<file path="config.mk">
export PLATFORM = sky130hd
export DESIGN_NAME = trace_arbiter_flat
export DESIGN_NICKNAME = d
export VERILOG_FILES = /design/src/rtl/gouram_trace_pkg.sv /design/src/rtl/trace_arbiter_if.sv /design/src/rtl/trace_slot_fifo.sv /design/src/rtl/trace_arbiter.sv /design/src/flat_wrapper.sv
export SDC_FILE = /design/constraint.sdc
export NUM_CORES = 1
export LEC_CHECK = 0
export ABC_AREA = 1
export CORE_UTILIZATION = 59
export DETAILED_ROUTE_END_ITERATION = 12
export HOLD_SLACK_MARGIN = 0.03
export PLACE_DENSITY = 0.83
export SLEW_MARGIN = 15
export SYNTH_ARGS = -nofsm -noshare
export SYNTH_HDL_FRONTEND = slang
export SYNTH_SLANG_ARGS = --single-unit
</file>
<file path="constraint.sdc">
create_clock -name clk -period 4.2 [get_ports clk]
set_clock_uncertainty 0.15 [all_clocks]
set_input_delay 0.63 -clock clk [delete_from_list [all_inputs] [get_ports clk]]
set_output_delay 0.63 -clock clk [all_outputs]
set_load 0.03 [all_outputs]
</file>
<file path="src/rtl/gouram_trace_pkg.sv">
// Shared trace types for the stage trackers, the arbiter and the packetiser.
//   trace_format : record carried from the trackers to the sink
//   slot_entry_t : one buffered entry {record, stage-end cycle count}
//   arb_state_e  : output register state of trace_arbiter
package gouram_trace_pkg;

   localparam int ARB_MAX_REQ = 8;
   localparam int OVF_CNT_W   = 16;

   typedef logic [31:0] trace_format;

   typedef struct packed {
      trace_format data;
      logic [31:0] end_cyc;
   } slot_entry_t;

   typedef enum logic {
      OUT_IDLE = 1'b0,
      OUT_HOLD = 1'b1
   } arb_state_e;

endpackage

</file>
<file path="src/rtl/trace_arbiter_if.sv">
// Tracker-to-sink trace bus.
//   req_valid/req_data/req_end : per-requester one-cycle record pulses
//   out_valid/out_ready        : valid/ready handshake toward the sink
//   out_data/out_src/out_end   : granted record, its source index and end count
// Modports: master = trackers + sink side, slave = trace_arbiter.
interface trace_arbiter_if #(
   parameter int NUM_REQ = 4
);
   import gouram_trace_pkg::*;

   localparam int SRC_W = (NUM_REQ > 1) ? $clog2(NUM_REQ) : 1;

   logic [NUM_REQ-1:0]       req_valid;
   trace_format [NUM_REQ-1:0] req_data;
   logic [NUM_REQ-1:0][31:0] req_end;
   logic                     out_valid;
   logic                     out_ready;
   trace_format              out_data;
   logic [SRC_W-1:0]         out_src;
   logic [31:0]              out_end;

   modport master (
      output req_valid, req_data, req_end, out_ready,
      input  out_valid, out_data, out_src, out_end
   );

   modport slave (
      input  req_valid, req_data, req_end, out_ready,
      output out_valid, out_data, out_src, out_end
   );

endinterface

</file>
<file path="src/rtl/trace_slot_fifo.sv">
// Per-requester slot FIFO of SLOT_DEPTH entries.
//   push/wdata : write request; taken when not full or when popped this cycle
//   pop        : remove the oldest entry (ignored when empty)
//   full/empty : occupancy flags
//   rdata      : oldest entry
// Pointers carry one extra wrap bit so full and empty are distinguishable.
module trace_slot_fifo
   import gouram_trace_pkg::*;
#(
   parameter int SLOT_DEPTH = 2
) (
   input  logic        clk,
   input  logic        rst_n,
   input  logic        push,
   input  logic        pop,
   input  slot_entry_t wdata,
   output logic        full,
   output logic        empty,
   output slot_entry_t rdata
);

   localparam int AW = $clog2(SLOT_DEPTH);
   localparam int IW = (AW > 0) ? AW : 1;
   localparam logic [AW:0] PTR_ONE = (AW + 1)'(1);

   logic [AW:0]   wr_q, wr_d, rd_q, rd_d;
   logic [IW-1:0] wr_idx, rd_idx;
   logic          wr_en, rd_en;
   slot_entry_t   mem_q [SLOT_DEPTH];
   slot_entry_t   mem_d [SLOT_DEPTH];

   if (AW > 0) begin : g_idx
      assign wr_idx = wr_q[IW-1:0];
      assign rd_idx = rd_q[IW-1:0];
   end else begin : g_single
      assign wr_idx = '0;
      assign rd_idx = '0;
   end

   assign empty = (wr_q == rd_q);
   assign full  = ((wr_q - rd_q) == (AW + 1)'(SLOT_DEPTH));
   assign rdata = mem_q[rd_idx];

   // A pop frees the slot in the same cycle, so a full FIFO still takes the push.
   assign wr_en = push && (!full || pop);
   assign rd_en = pop && !empty;

   always_comb begin
      mem_d = mem_q;
      wr_d  = wr_q;
      rd_d  = rd_q;
      if (wr_en) begin
         mem_d[wr_idx] = wdata;
         wr_d          = wr_q + PTR_ONE;
      end
      if (rd_en) begin
         rd_d = rd_q + PTR_ONE;
      end
   end

   always_ff @(posedge clk or negedge rst_n) begin
      if (!rst_n) begin
         wr_q  <= '0;
         rd_q  <= '0;
         mem_q <= '{default: '0};
      end else begin
         wr_q  <= wr_d;
         rd_q  <= rd_d;
         mem_q <= mem_d;
      end
   end

endmodule

</file>
<file path="src/rtl/trace_arbiter.sv">
// Round-robin arbiter sharing one trace output between the stage trackers.
//   clk, rst_n     : clock (rising edge), asynchronous active-low reset
//   bus (slave)    : per-requester record pulses in, valid/ready record out
//   clr_overflow   : clears all sticky overflow flags (and counters)
//   overflow       : sticky per-requester drop flag
//   ovf_count      : per-requester saturating drop counters
// Build option GOURAM_ARB_OVF_CNT_EN: when defined, ovf_count counts drops;
// when undefined, ovf_count is tied to zero.
module trace_arbiter
   import gouram_trace_pkg::*;
#(
   parameter int NUM_REQ    = 4,
   parameter int SLOT_DEPTH = 2
) (
   input  logic                              clk,
   input  logic                              rst_n,
   trace_arbiter_if.slave                    bus,
   input  logic                              clr_overflow,
   output logic [NUM_REQ-1:0]                overflow,
   output logic [NUM_REQ-1:0][OVF_CNT_W-1:0] ovf_count
);

   localparam int SRC_W = (NUM_REQ > 1) ? $clog2(NUM_REQ) : 1;

   logic [NUM_REQ-1:0]              fifo_full, fifo_empty, fifo_pop, drop;
   slot_entry_t [NUM_REQ-1:0]       fifo_wdata, fifo_rdata;

   arb_state_e                      state_q, state_d;
   logic [SRC_W-1:0]                ptr_q, ptr_d;
   logic [SRC_W-1:0]                win;
   logic [SRC_W:0]                  scan;
   logic                            any_pending, load;
   trace_format                     out_data_q, out_data_d;
   logic [SRC_W-1:0]                out_src_q, out_src_d;
   logic [31:0]                     out_end_q, out_end_d;
   logic [NUM_REQ-1:0]              overflow_q, overflow_d;

   for (genvar g = 0; g < NUM_REQ; g++) begin : g_slot
      assign fifo_wdata[g] = {bus.req_data[g], bus.req_end[g]};

      trace_slot_fifo #(.SLOT_DEPTH(SLOT_DEPTH)) u_fifo (
         .clk   (clk),
         .rst_n (rst_n),
         .push  (bus.req_valid[g]),
         .pop   (fifo_pop[g]),
         .wdata (fifo_wdata[g]),
         .full  (fifo_full[g]),
         .empty (fifo_empty[g]),
         .rdata (fifo_rdata[g])
      );
   end

   // First non-empty FIFO scanning ptr, ptr+1, ... modulo NUM_REQ.
   always_comb begin
      any_pending = 1'b0;
      win         = '0;
      scan        = '0;
      for (int unsigned k = 0; k < NUM_REQ; k++) begin
         scan = {1'b0, ptr_q} + (SRC_W + 1)'(k);
         if (scan >= (SRC_W + 1)'(NUM_REQ)) begin
            scan = scan - (SRC_W + 1)'(NUM_REQ);
         end
         if (!any_pending && !fifo_empty[scan[SRC_W-1:0]]) begin
            any_pending = 1'b1;
            win         = scan[SRC_W-1:0];
         end
      end
   end

   assign load = any_pending && ((state_q == OUT_IDLE) || bus.out_ready);

   always_comb begin
      for (int unsigned i = 0; i < NUM_REQ; i++) begin
         fifo_pop[i] = load && (win == SRC_W'(i));
      end
   end

   assign drop       = bus.req_valid & fifo_full & ~fifo_pop;
   // A drop in the clearing cycle keeps its flag.
   assign overflow_d = (clr_overflow ? '0 : overflow_q) | drop;

   always_comb begin
      state_d    = state_q;
      ptr_d      = ptr_q;
      out_data_d = out_data_q;
      out_src_d  = out_src_q;
      out_end_d  = out_end_q;
      if (load) begin
         state_d    = OUT_HOLD;
         out_data_d = fifo_rdata[win].data;
         out_src_d  = win;
         out_end_d  = fifo_rdata[win].end_cyc;
         ptr_d      = (win == SRC_W'(NUM_REQ - 1)) ? '0 : win + SRC_W'(1);
      end else if (state_q == OUT_HOLD && bus.out_ready) begin
         state_d = OUT_IDLE;
      end
   end

   always_ff @(posedge clk or negedge rst_n) begin
      if (!rst_n) begin
         state_q    <= OUT_IDLE;
         ptr_q      <= '0;
         out_data_q <= '0;
         out_src_q  <= '0;
         out_end_q  <= '0;
         overflow_q <= '0;
      end else begin
         state_q    <= state_d;
         ptr_q      <= ptr_d;
         out_data_q <= out_data_d;
         out_src_q  <= out_src_d;
         out_end_q  <= out_end_d;
         overflow_q <= overflow_d;
      end
   end

   assign bus.out_valid = (state_q == OUT_HOLD);
   assign bus.out_data  = out_data_q;
   assign bus.out_src   = out_src_q;
   assign bus.out_end   = out_end_q;
   assign overflow      = overflow_q;

`ifdef GOURAM_ARB_OVF_CNT_EN
   logic [NUM_REQ-1:0][OVF_CNT_W-1:0] cnt_q, cnt_d;

   // Clear first, then count, so a drop during a clear leaves the counter at 1.
   always_comb begin
      for (int unsigned i = 0; i < NUM_REQ; i++) begin
         cnt_d[i] = clr_overflow ? '0 : cnt_q[i];
         if (drop[i] && (cnt_d[i] != '1)) begin
            cnt_d[i] = cnt_d[i] + OVF_CNT_W'(1);
         end
      end
   end

   always_ff @(posedge clk or negedge rst_n) begin
      if (!rst_n) begin
         cnt_q <= '0;
      end else begin
         cnt_q <= cnt_d;
      end
   end

   assign ovf_count = cnt_q;
`else
   assign ovf_count = '0;
`endif

endmodule

</file>
<file path="src/flat_wrapper.sv">
// flat-port wrapper written by rule: the top's interface ports become plain ports
module trace_arbiter_flat import gouram_trace_pkg::*;
#(
   parameter int NUM_REQ    = 4,
   parameter int SLOT_DEPTH = 2
)
  (clk, rst_n, clr_overflow, overflow, ovf_count, bus_req_valid, bus_req_data, bus_req_end, bus_out_ready, bus_out_valid, bus_out_data, bus_out_src, bus_out_end);
  trace_arbiter_if #(.NUM_REQ(NUM_REQ)) bus_i ();
  input  logic clk;
  input  logic rst_n;
  input  logic clr_overflow;
  output logic [NUM_REQ-1:0] overflow;
  output logic [NUM_REQ-1:0][OVF_CNT_W-1:0] ovf_count;
  input wire logic [$bits(bus_i.req_valid)-1:0] bus_req_valid;
  input wire logic [$bits(bus_i.req_data)-1:0] bus_req_data;
  input wire logic [$bits(bus_i.req_end)-1:0] bus_req_end;
  input wire logic [$bits(bus_i.out_ready)-1:0] bus_out_ready;
  output wire logic [$bits(bus_i.out_valid)-1:0] bus_out_valid;
  output wire logic [$bits(bus_i.out_data)-1:0] bus_out_data;
  output wire logic [$bits(bus_i.out_src)-1:0] bus_out_src;
  output wire logic [$bits(bus_i.out_end)-1:0] bus_out_end;
  assign bus_i.req_valid = bus_req_valid;
  assign bus_i.req_data = bus_req_data;
  assign bus_i.req_end = bus_req_end;
  assign bus_i.out_ready = bus_out_ready;
  assign bus_out_valid = bus_i.out_valid;
  assign bus_out_data = bus_i.out_data;
  assign bus_out_src = bus_i.out_src;
  assign bus_out_end = bus_i.out_end;
  trace_arbiter #(.NUM_REQ(NUM_REQ), .SLOT_DEPTH(SLOT_DEPTH)) u_core (.clk(clk), .rst_n(rst_n), .bus(bus_i), .clr_overflow(clr_overflow), .overflow(overflow), .ovf_count(ovf_count));
endmodule
</file>
M1 wires:
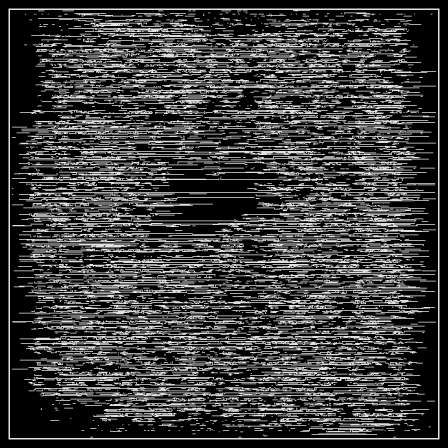
- share of all routed wire: 42%
- longest straight run: 83.7 µm
- nets with wire on the layer: 3,791
- main direction: horizontal
- wire length on this layer: 37.9 mm
vias after detailed routing: 28,146
final wirelength: 90,800 µm
met1 GRT Util: 53.4%

The metal 2 layer:
Bar = 50 µm.
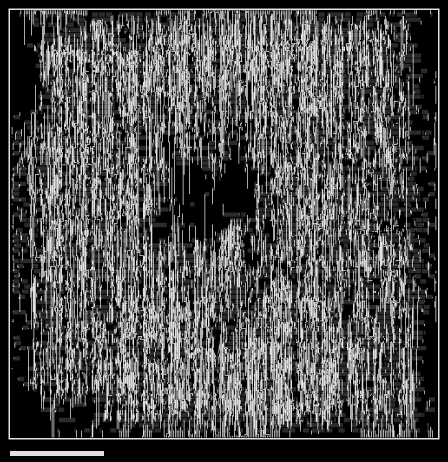
- wire length on this layer: 40.5 mm
- main direction: vertical
- longest straight run: 60.9 µm
- nets with wire on the layer: 3,296

The metal 3 layer:
Bar = 50 µm.
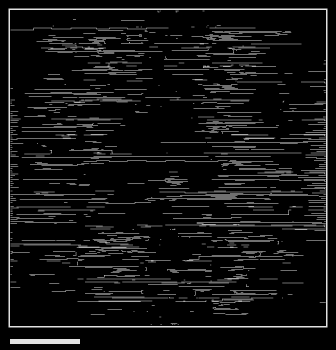
- wire length on this layer: 10,100 µm
- share of all routed wire: 11%
- longest straight run: 89.7 µm
grt met3 use: 6.52%

Met4 routing:
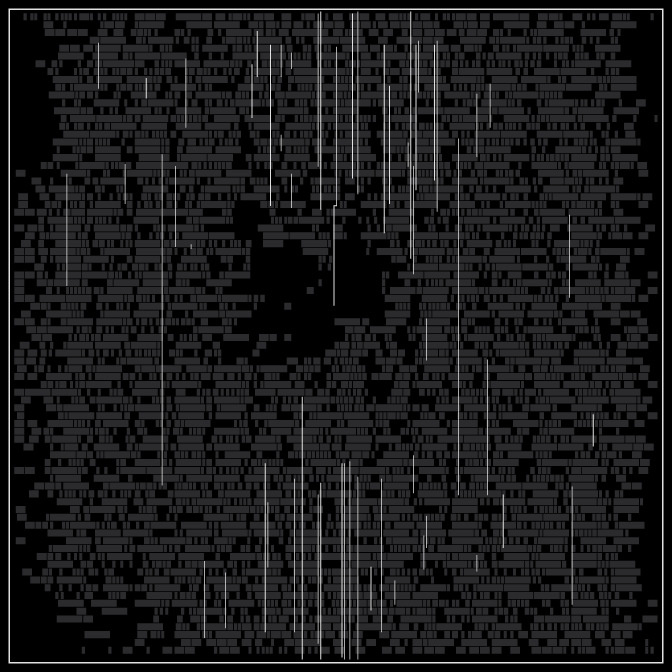
- main direction: vertical
- wire length on this layer: 2,200 µm
- longest straight run: 124 µm
- share of all routed wire: 2.4%
- nets with wire on the layer: 43

==> CHANGELOG.md <==
### Implementation results

- Chip area: 51,400 µm²
- Largest net degree at the start of global routing: 106
- FF-to-FF path depth: 16
- Clkbuf count: 85
- FF+latch count, synth: 601
- Detailed placement HPWL: 56,100 µm
- Commonest flop: dfrtp_1
- Nets: 4,261
- H-tree levels: 2
- Ant. Diodes: 0
- DR top layer: met5
- Setup violations, final: 0
- Leakage: 17.4 nW
- Flop share of the area: 43.1%
- Vias per std cell: 5.97
- Final hold vios: 0
- Max_cap viols: 0
- Fin crit period: 3540 ps
- Hold Path End: u_core.g_slot[1].u_fifo.mem_q[85]
- Int Power: 17.1 mW
- RSZ-0062 raised after global routing: false
- Mux share: 0%
- Status: finished clean
- First-pass GRT wire length: 140,000 µm
- Switching fraction of total power: 49.6%
- Pwr per Cell Area: 973 nW/µm²
- IO Count: 399
- Cts bufs inserted: 60
- Logic pwr share: 53.7%
- Crit path cell chain: inv_1 > nand3_1 > nand2_1 > o21ai_2 > nand3_1 > nand2_2 > nand2_4 > inv_2 > ha_1 > nand2_2 > nand2_2 > nand2_4 > nor2_4 > buf_4 > nand2_1 > o21ai_1
- Largest register FFs: 512
- Non-clock buffer count: 396
- Slew @ Worst Pin: 996 ps
- Tool warnings: 28
- Hold path depth: 3
- Gr usage total: 35.1%
- Worst path top cell family by delay: simple AND/OR/NAND/NOR gates
- Core area: 50,000 µm²
Power figures rest on the tool's default switching activity, not on a simulated workload.
